--- src/rtl/calc_pkg.sv ---
// Shared types and constants for the calculator sequencer and its digit accumulator.
package calc_pkg;

    localparam int DATA_W_DEF  = 16;
    localparam int MAX_MAG_DEF = 32767;

    localparam logic [2:0] OP_NONE = 3'b000;
    localparam logic [2:0] OP_NEG  = 3'b001;
    localparam logic [2:0] OP_ADD  = 3'b010;
    localparam logic [2:0] OP_SUB  = 3'b011;
    localparam logic [2:0] OP_MUL  = 3'b100;

    typedef enum logic [2:0] {
        ENTER_A,
        ENTER_B,
        EXEC,
        RESULT,
        ERROR
    } seq_state_t;

    typedef enum logic [1:0] {
        K_NONE,
        K_DIGIT,
        K_OP,
        K_EQ
    } key_class_t;

    // Equal outranks any operator code; a key with neither is a digit ('#' arrives as 0).
    function automatic key_class_t classify_key(input logic take, input logic eq,
                                                input logic [2:0] op);
        if (!take) return K_NONE;
        if (eq) return K_EQ;
        if (op != OP_NONE) return K_OP;
        return K_DIGIT;
    endfunction

    function automatic logic is_binop(input logic [2:0] op);
        return (op == OP_ADD) || (op == OP_SUB) || (op == OP_MUL);
    endfunction

endpackage

--- src/rtl/dec_accum.sv ---
// Sign-magnitude decimal append: y = sign(x) * (|x|*10 + digit), or x unchanged if the
// new magnitude would exceed MAX_MAG.
module dec_accum
    import calc_pkg::*;
#(
    parameter int DATA_W  = DATA_W_DEF,
    parameter int MAX_MAG = MAX_MAG_DEF
) (
    input  logic signed [DATA_W-1:0] x,
    input  logic        [3:0]        digit,
    output logic signed [DATA_W-1:0] y
);

    localparam int CAND_W = 20;

    logic signed [DATA_W-1:0] neg_x;
    logic signed [DATA_W-1:0] cand_s;
    logic        [DATA_W-1:0] mag;
    logic        [CAND_W-1:0] cand;
    logic                     fits;

    always_comb begin
        neg_x  = -x;
        mag    = x[DATA_W-1] ? neg_x : x;
        // 20 bits holds the worst case 32768*10+9 without wrapping.
        cand   = CAND_W'(mag) * CAND_W'(10) + CAND_W'(digit);
        fits   = (cand <= CAND_W'(MAX_MAG));
        cand_s = $signed(cand[DATA_W-1:0]);
        y      = x;
        if (fits) begin
            y = x[DATA_W-1] ? -cand_s : cand_s;
        end
    end

endmodule

--- src/rtl/calc_sequencer.sv ---
// Calculator controller: consumes keypad events, builds signed operands A/B,
// drives the ALU start/done handshake and holds display/error/busy status.
module calc_sequencer
    import calc_pkg::*;
#(
    parameter int DATA_W      = DATA_W_DEF,
    parameter int MAX_MAG     = MAX_MAG_DEF,
    parameter int ALU_TIMEOUT = 255
) (
    input  logic                     clk,
    input  logic                     RST,
    input  logic                     read_input,
    output logic                     key_read,
    input  logic        [3:0]        keypad_input,
    input  logic        [2:0]        operator_input,
    input  logic                     equal_input,
    output logic                     alu_start,
    output logic        [2:0]        alu_op,
    output logic signed [DATA_W-1:0] alu_a,
    output logic signed [DATA_W-1:0] alu_b,
    input  logic                     alu_done,
    input  logic signed [DATA_W-1:0] alu_result,
    input  logic                     alu_ovf,
    output logic signed [DATA_W-1:0] display_value,
    output logic                     err,
    output logic                     busy
);

    localparam int CNT_W = $clog2(ALU_TIMEOUT + 1);

    seq_state_t               state_q, state_n;
    logic signed [DATA_W-1:0] a_q, a_n;
    logic signed [DATA_W-1:0] b_q, b_n;
    logic        [2:0]        op_q, op_n;
    logic                     b_entered_q, b_entered_n;
    logic                     ack_done_q;
    logic        [CNT_W-1:0]  tmo_q, tmo_n;
    logic signed [DATA_W-1:0] disp_q, disp_n;

    logic                     take;
    key_class_t               kc;
    logic signed [DATA_W-1:0] acc_x, acc_y;
    logic signed [DATA_W-1:0] digit_s;

    // A key is taken once per press; EXEC leaves it pending until the state exits.
    assign take     = read_input && !ack_done_q && (state_q != EXEC) && !RST;
    assign key_read = take;
    assign kc       = classify_key(take, equal_input, operator_input);
    assign acc_x    = (state_q == ENTER_B) ? b_q : a_q;
    assign digit_s  = $signed({{(DATA_W-4){1'b0}}, keypad_input});

    dec_accum #(
        .DATA_W (DATA_W),
        .MAX_MAG(MAX_MAG)
    ) u_dec_accum (
        .x    (acc_x),
        .digit(keypad_input),
        .y    (acc_y)
    );

    always_comb begin
        state_n     = state_q;
        a_n         = a_q;
        b_n         = b_q;
        op_n        = op_q;
        b_entered_n = b_entered_q;
        tmo_n       = tmo_q;
        disp_n      = disp_q;

        case (state_q)
            ENTER_A: begin
                if (kc == K_DIGIT) begin
                    a_n = acc_y;
                end else if (kc == K_OP) begin
                    if (operator_input == OP_NEG) begin
                        a_n = -a_q;
                    end else if (is_binop(operator_input)) begin
                        op_n        = operator_input;
                        b_n         = '0;
                        b_entered_n = 1'b0;
                        state_n     = ENTER_B;
                    end
                end
            end
            ENTER_B: begin
                if (kc == K_DIGIT) begin
                    b_n         = acc_y;
                    b_entered_n = 1'b1;
                end else if (kc == K_OP) begin
                    if (operator_input == OP_NEG) begin
                        b_n = -b_q;
                    end else if (is_binop(operator_input) && !b_entered_q) begin
                        op_n = operator_input;
                    end
                end else if (kc == K_EQ && b_entered_q) begin
                    tmo_n   = '0;
                    state_n = EXEC;
                end
            end
            EXEC: begin
                if (alu_done) begin
                    if (alu_ovf) begin
                        state_n = ERROR;
                    end else begin
                        a_n     = alu_result;
                        state_n = RESULT;
                    end
                end else if (tmo_q == CNT_W'(ALU_TIMEOUT - 1)) begin
                    state_n = ERROR;
                end else begin
                    tmo_n = tmo_q + CNT_W'(1);
                end
            end
            RESULT: begin
                if (kc == K_DIGIT) begin
                    a_n     = digit_s;
                    state_n = ENTER_A;
                end else if (kc == K_OP) begin
                    if (operator_input == OP_NEG) begin
                        a_n = -a_q;
                    end else if (is_binop(operator_input)) begin
                        op_n        = operator_input;
                        b_n         = '0;
                        b_entered_n = 1'b0;
                        state_n     = ENTER_B;
                    end
                end
            end
            ERROR: begin
                if (kc != K_NONE) begin
                    a_n     = '0;
                    state_n = ENTER_A;
                end
            end
            default: state_n = ENTER_A;
        endcase

        // Display follows the next-state values so it lands one cycle after the key.
        case (state_n)
            ENTER_A: disp_n = a_n;
            ENTER_B: disp_n = b_entered_n ? b_n : a_n;
            RESULT:  disp_n = a_n;
            ERROR:   disp_n = '0;
            default: disp_n = disp_q;
        endcase
    end

    always_ff @(posedge clk or posedge RST) begin
        if (RST) begin
            state_q     <= ENTER_A;
            a_q         <= '0;
            b_q         <= '0;
            op_q        <= OP_ADD;
            b_entered_q <= 1'b0;
            ack_done_q  <= 1'b0;
            tmo_q       <= '0;
            disp_q      <= '0;
            err         <= 1'b0;
            busy        <= 1'b0;
            alu_start   <= 1'b0;
            alu_op      <= OP_NONE;
            alu_a       <= '0;
            alu_b       <= '0;
        end else begin
            state_q     <= state_n;
            a_q         <= a_n;
            b_q         <= b_n;
            op_q        <= op_n;
            b_entered_q <= b_entered_n;
            ack_done_q  <= read_input && (ack_done_q || take);
            tmo_q       <= tmo_n;
            disp_q      <= disp_n;
            err         <= (state_n == ERROR);
            busy        <= (state_n == EXEC);
            alu_start   <= (state_n == EXEC) && (state_q != EXEC);
            // Operands are latched at EXEC entry and held until the next request.
            if ((state_n == EXEC) && (state_q != EXEC)) begin
                alu_op <= op_n;
                alu_a  <= a_n;
                alu_b  <= b_n;
            end
        end
    end

    assign display_value = disp_q;

endmodule
--- config.mk ---
export PLATFORM = sky130hd
export DESIGN_NAME = calc_sequencer
export DESIGN_NICKNAME = d
export VERILOG_FILES = /design/src/rtl/calc_pkg.sv /design/src/rtl/dec_accum.sv /design/src/rtl/calc_sequencer.sv
export SDC_FILE = /design/constraint.sdc
export NUM_CORES = 1
export LEC_CHECK = 0
export CAP_MARGIN = 5
export CORE_AREA = 2 2 119 121
export DETAILED_ROUTE_END_ITERATION = 7
export DIE_AREA = 0 0 121 123
export DONT_BUFFER_PORTS = 1
export PLACE_DENSITY = 0.74
export SKIP_CTS_REPAIR_TIMING = 1
export SLEW_MARGIN = 20
export SYNTH_ARGS = -nofsm -noshare
export SYNTH_HDL_FRONTEND = slang
export SYNTH_SLANG_ARGS = --single-unit
--- constraint.sdc ---
create_clock -name clk -period 18.6 [get_ports clk]
set_input_delay 3.72 -clock clk [delete_from_list [all_inputs] [get_ports clk]]
set_output_delay 3.72 -clock clk [all_outputs]
set_load 0.02 [all_outputs]
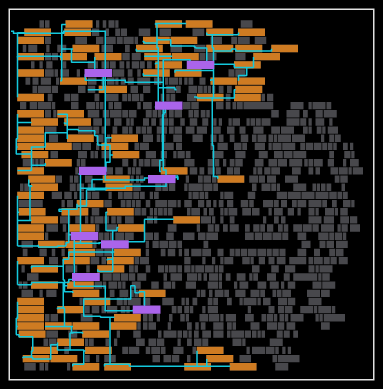
*Clock wires, drivers and flops, run 1*
Drawn at 3 px/µm.
[orange] flip-flops | count: 102
[purple] cells driving clock nets | count: 9
[cyan] clock wires | length: 1240 µm
routed clock nets: 10

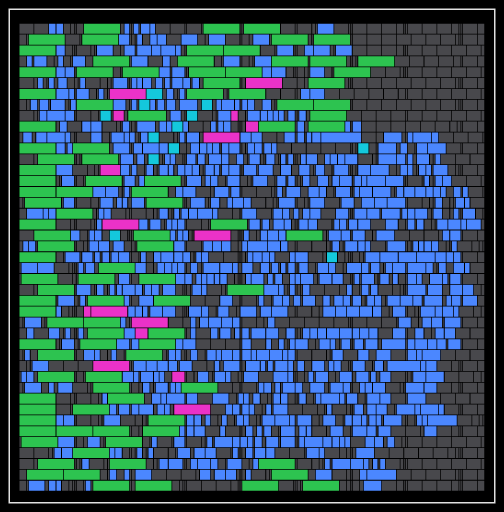
*Placement by cell class, run 1*
Drawn at 4 px/µm. Fill, decap, tap and diode cells in gray.
| color | class | cells | share of their area |
|---|---|---|---|
| green | flip-flops | 102 | 31% |
| cyan | other buffers and delay cells | 12 | 1.2% |
| magenta | clock drivers and dummy loads | 16 | 3.5% |
| blue | all other logic | 784 | 64% |

==> impl_metrics.tcl, run 1 <==
# place-and-route summary
set metrics [dict create \
    rsz0062_at_grt "no" \
    wl_um 22800 \
    path_cells "nor3b_1 -> nand2_1 -> inv_1" \
    dp_cells 1078 \
    setup_viol 0 \
    die_area_um2 14900 \
    clkbuf_count 10 \
    edf_count 0 \
    dp_hpwl_um 16700 \
    drive_gt1_share_pct 8.75 \
    fin_cells 1094 \
    first_global_vias 6737 \
    rows 43 \
    antenna_found_initial 0 \
    numSynthFlops 102 \
    ff_type "dfrtp_1" \
    nFillCells 1180 \
    sh_seq_area_pct 30.6 \
    grt_max_degree 81 \
    inverters_excl_clock 37 \
    openroad.warnings 27 \
    flops 102 \
    dieWidth_um 121 \
    die_height_um 123 \
    wl_met1_um 9840 \
    grt_use_total_pct 30.9 \
    comb_area_um2 5050 \
    grtUsageMet2_pct 48.2 \
    dpl_worst_slack_ns 10.51 \
    avgSynthCellArea_um2 8.46 \
    taps 180 \
    cp.arrival_ns 4.35 \
    outcome "finished clean" \
    lay_top_count "dfrtp_1" \
    port-buffer-count 0 \
    gr-usage-met3_pct 6.64 \
    critPathLaunchType "primary input" \
    slowest_delay_ns 0.28 \
    topCellsByArea "dfrtp_1 32%, ha_1 5.2%, a21oi_1 5.0%" \
    drtAntennaViolNets 0 \
    critPathKind "primary input to output pin" \
    comb_share_pct 60.5 \
    synthSimpleGateAreaFrac_pct 19.7 \
    clock_cell_area_share_pct 3.39 \
    max_slew.worst_pin.slew_ns 0.896 \
    via_count 7197 \
    antenna_cells 0 \
    async_reset_ff_share_pct 100 \
    crit_fanout 4 \
    buffer_area_share_pct 1.12 \
    finish.utilization_pct 61.3 \
    nMultiInputCombCells 747 \
    io_pins 84 \
    slew-limit-headroom_pct 38.6 \
    grt_pass1_wl_um 36100 \
    hold_class "register to register" \
    crit_family "simple AND/OR/NAND/NOR gates" \
    fmax_mhz 124 \
    ys_cells 943 \
    ys_area_um2 7980 \
    totalNegativeSetupSlack_ns 0 \
    xor_area_share_pct 7.31 \
    seqCellArea_um2 2550 \
    yosys.area.top_type "dfrtp_1" \
    dpl_cell_area_um2 8060 \
    coreArea_um2 13600 \
    globalRouteOverflowTotal 0 \
    wl_met3_um 1980 \
    vias_per_cell 6.58 \
    clk_latency_ns 0.35 \
    lay_top_cells "101 x dfrtp_1, 85 x nor2_1, 84 x nand2_1" \
    final_hold_viol_count 0 \
]
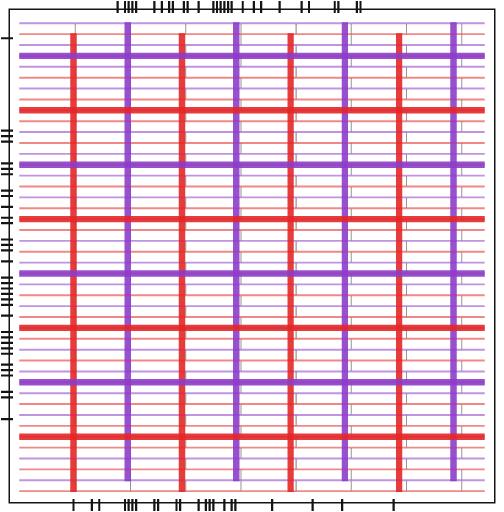
*Floorplan with the power grid, run 1*
Drawn at 4 px/µm. Pins as bars on the die edge. Tap cells in gray.
| color | net |
|---|---|
| red | VSS |
| purple | VDD |
met5 straps: 8
met1 rails: 44
rows: 43

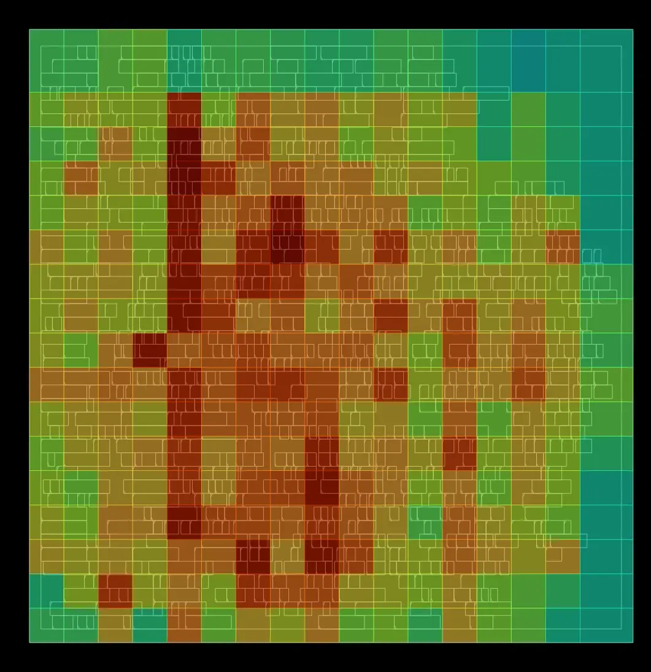
*Routing congestion, run 1*
drt wl/cell: 20.8 µm
grt met1 use: 42.5%
global-route layer with the greatest usage: met2

run 1: worst paths after layout:
| path | startpoint | to | slack (ns) | cells past startpoint |
|---|---|---|---|---|
| max in group asynchronous | RST | a_q[3] | 14.41 | 2 |
| min in group asynchronous | RST | op_q[2] | 3.19 | 1 |
| max | RST | key_read | 10.53 | 3 |
| min reg2reg | ack_done_q | ack_done_q | 0.48 | 2 |
| min | ack_done_q | ack_done_q | 0.48 | 2 |
| max reg2reg | state_q[0] | display_value[15] | 10.72 | 24 |
run 1: cell usage after synthesis (28+ instances only):
library cell / n
dfrtp_1: 101
nor2_1: 86
nand2_1: 84
a21oi_1: 79
o21ai_0: 56
clkbuf_1: 40
inv_1: 37
ha_1: 33
xnor2_1: 33
xor2_1: 31
mux2_2: 28
### Routed metal, one color a layer, run 1

Drawn at 4 px/µm.
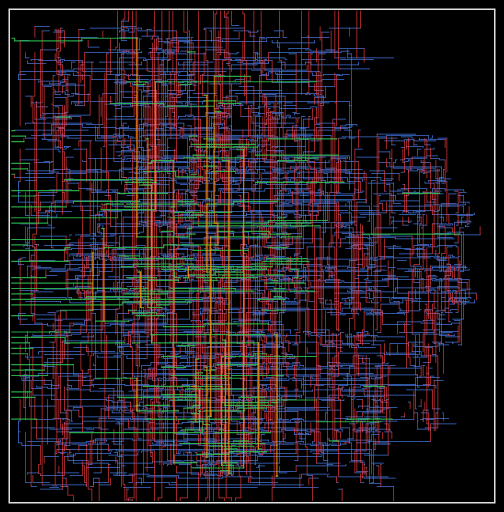

## Run 2: what changed since run 1
--- a/config.mk
+++ b/config.mk
@@ -6,11 +6,11 @@
 export NUM_CORES = 1
 export LEC_CHECK = 0
 export CAP_MARGIN = 5
-export CORE_AREA = 2 2 119 121
+export CORE_AREA = 2 2 120 122
 export DETAILED_ROUTE_END_ITERATION = 7
-export DIE_AREA = 0 0 121 123
+export DIE_AREA = 0 0 122 124
 export DONT_BUFFER_PORTS = 1
-export PLACE_DENSITY = 0.74
+export PLACE_DENSITY = 0.76
 export SKIP_CTS_REPAIR_TIMING = 1
 export SLEW_MARGIN = 20
 export SYNTH_ARGS = -nofsm -noshare
==> constraint.sdc (replaced) <==
create_clock -name clk -period 6.8 [get_ports clk]
set_input_delay 1.36 -clock clk [delete_from_list [all_inputs] [get_ports clk]]
set_output_delay 1.36 -clock clk [all_outputs]
set_load 0.02 [all_outputs]
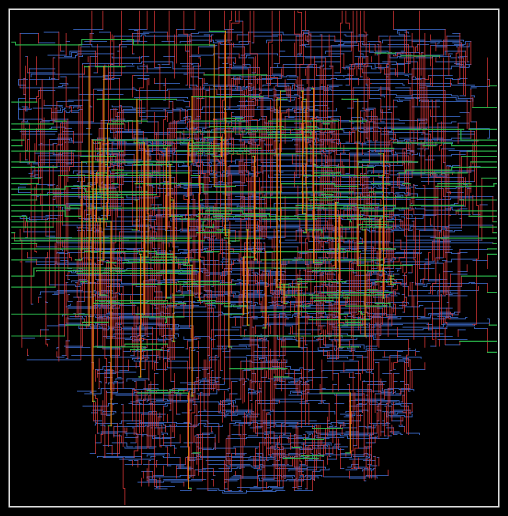
*Routed metal, one color a layer, run 2*
Drawn at 4 px/µm.
| color | layer | wire length |
|---|---|---|
| green | met3 | 2440 µm |
| orange | met4 | 1280 µm |
| blue | met1 | 10000 µm |
| red | met2 | 10600 µm |

==> run 2 against run 1 <==
Register-to-register slack worse by 10 ns. Sequential cell count unchanged. Critical path type is now register to register. Highest routed layer unchanged. Area after synthesis unchanged.
==> impl_metrics.tcl, run 2 <==
# place-and-route summary
set metrics [dict create \
    buffer_area_share_pct 5.19 \
    sh_seq_area_pct 29.1 \
    r2r-start "b_q[0]" \
    wl_um 24300 \
    dp_hpwl_um 18200 \
    io_pins 84 \
    cp-endpoint "display_value[15]" \
    hold_class "register to register" \
    hold_start "ack_done_q" \
    seqCellArea_um2 2550 \
    taps 180 \
    flops 102 \
    totalNegativeSetupSlack_ns 0 \
    critPathKind "register to register" \
    coreArea_um2 13700 \
    antenna_found_initial 0 \
    setup_viol 0 \
    outcome "finished clean" \
    die_height_um 124 \
    slew-limit-headroom_pct 23.6 \
    grt_max_degree 68 \
    async_reset_ff_share_pct 100 \
    wl_met3_um 2440 \
    comb_area_um2 5080 \
    critPathLaunchType "register" \
    wire_per_inst_um 21.3 \
    min_to "ack_done_q" \
    clk_latency_ns 0.36 \
    antenna_cells 0 \
    rsz0062_at_grt "no" \
    inverters_excl_clock 37 \
    rows 43 \
    final_hold_viol_count 0 \
    grtUsageMet2_pct 48.9 \
    avgSynthCellArea_um2 8.46 \
    max_slew.worst_pin.slew_ns 1.14 \
    vias_per_cell 6.64 \
    ys_cells 943 \
    openroad.warnings 27 \
    clock_cell_area_share_pct 3.58 \
    grt_use_total_pct 32.1 \
    path_cells "or4_4 -> or4_4 -> or4b_4 -> mux2i_2 -> nor2_1 -> xnor2_1 -> ha_1 -> ha_1 -> a21oi_1 -> o21ai_0 -> a21oi_1 -> xor2_1 -> or4b_2 -> or4b_4 -> a21o_1 -> or4_4 -> a31oi_1 -> nor2_1 -> a221o_1" \
]
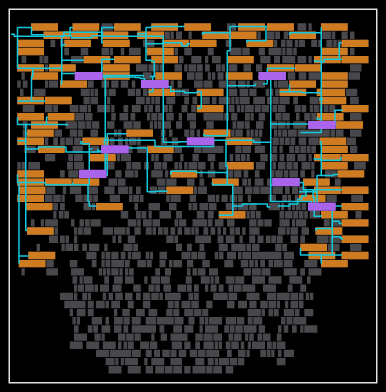
*Clock wires, drivers and flops, run 2*
Drawn at 3 px/µm.
[purple] cells driving clock nets | count: 9
[orange] flip-flops | count: 102
[cyan] clock wires | length: 1200 µm
routed clock nets: 10

==> run 2: through the flow <==
step           worst slack, ns  util [%]  cell area [µm²]  cells  hold slack [ns]
2_1_floorplan          0.00377         -             7980    943            0.445
3_3_place_gp             0.146      61.3             8410   1123            0.467
3_5_place_dp            0.0665      61.3             8410   1123            0.472
4_1_cts                 0.0478      63.6             8730   1139            0.496
5_1_grt                 0.0131      64.0             8770   1141            0.517
6_report                 0.226      64.0             8770   1141            0.496
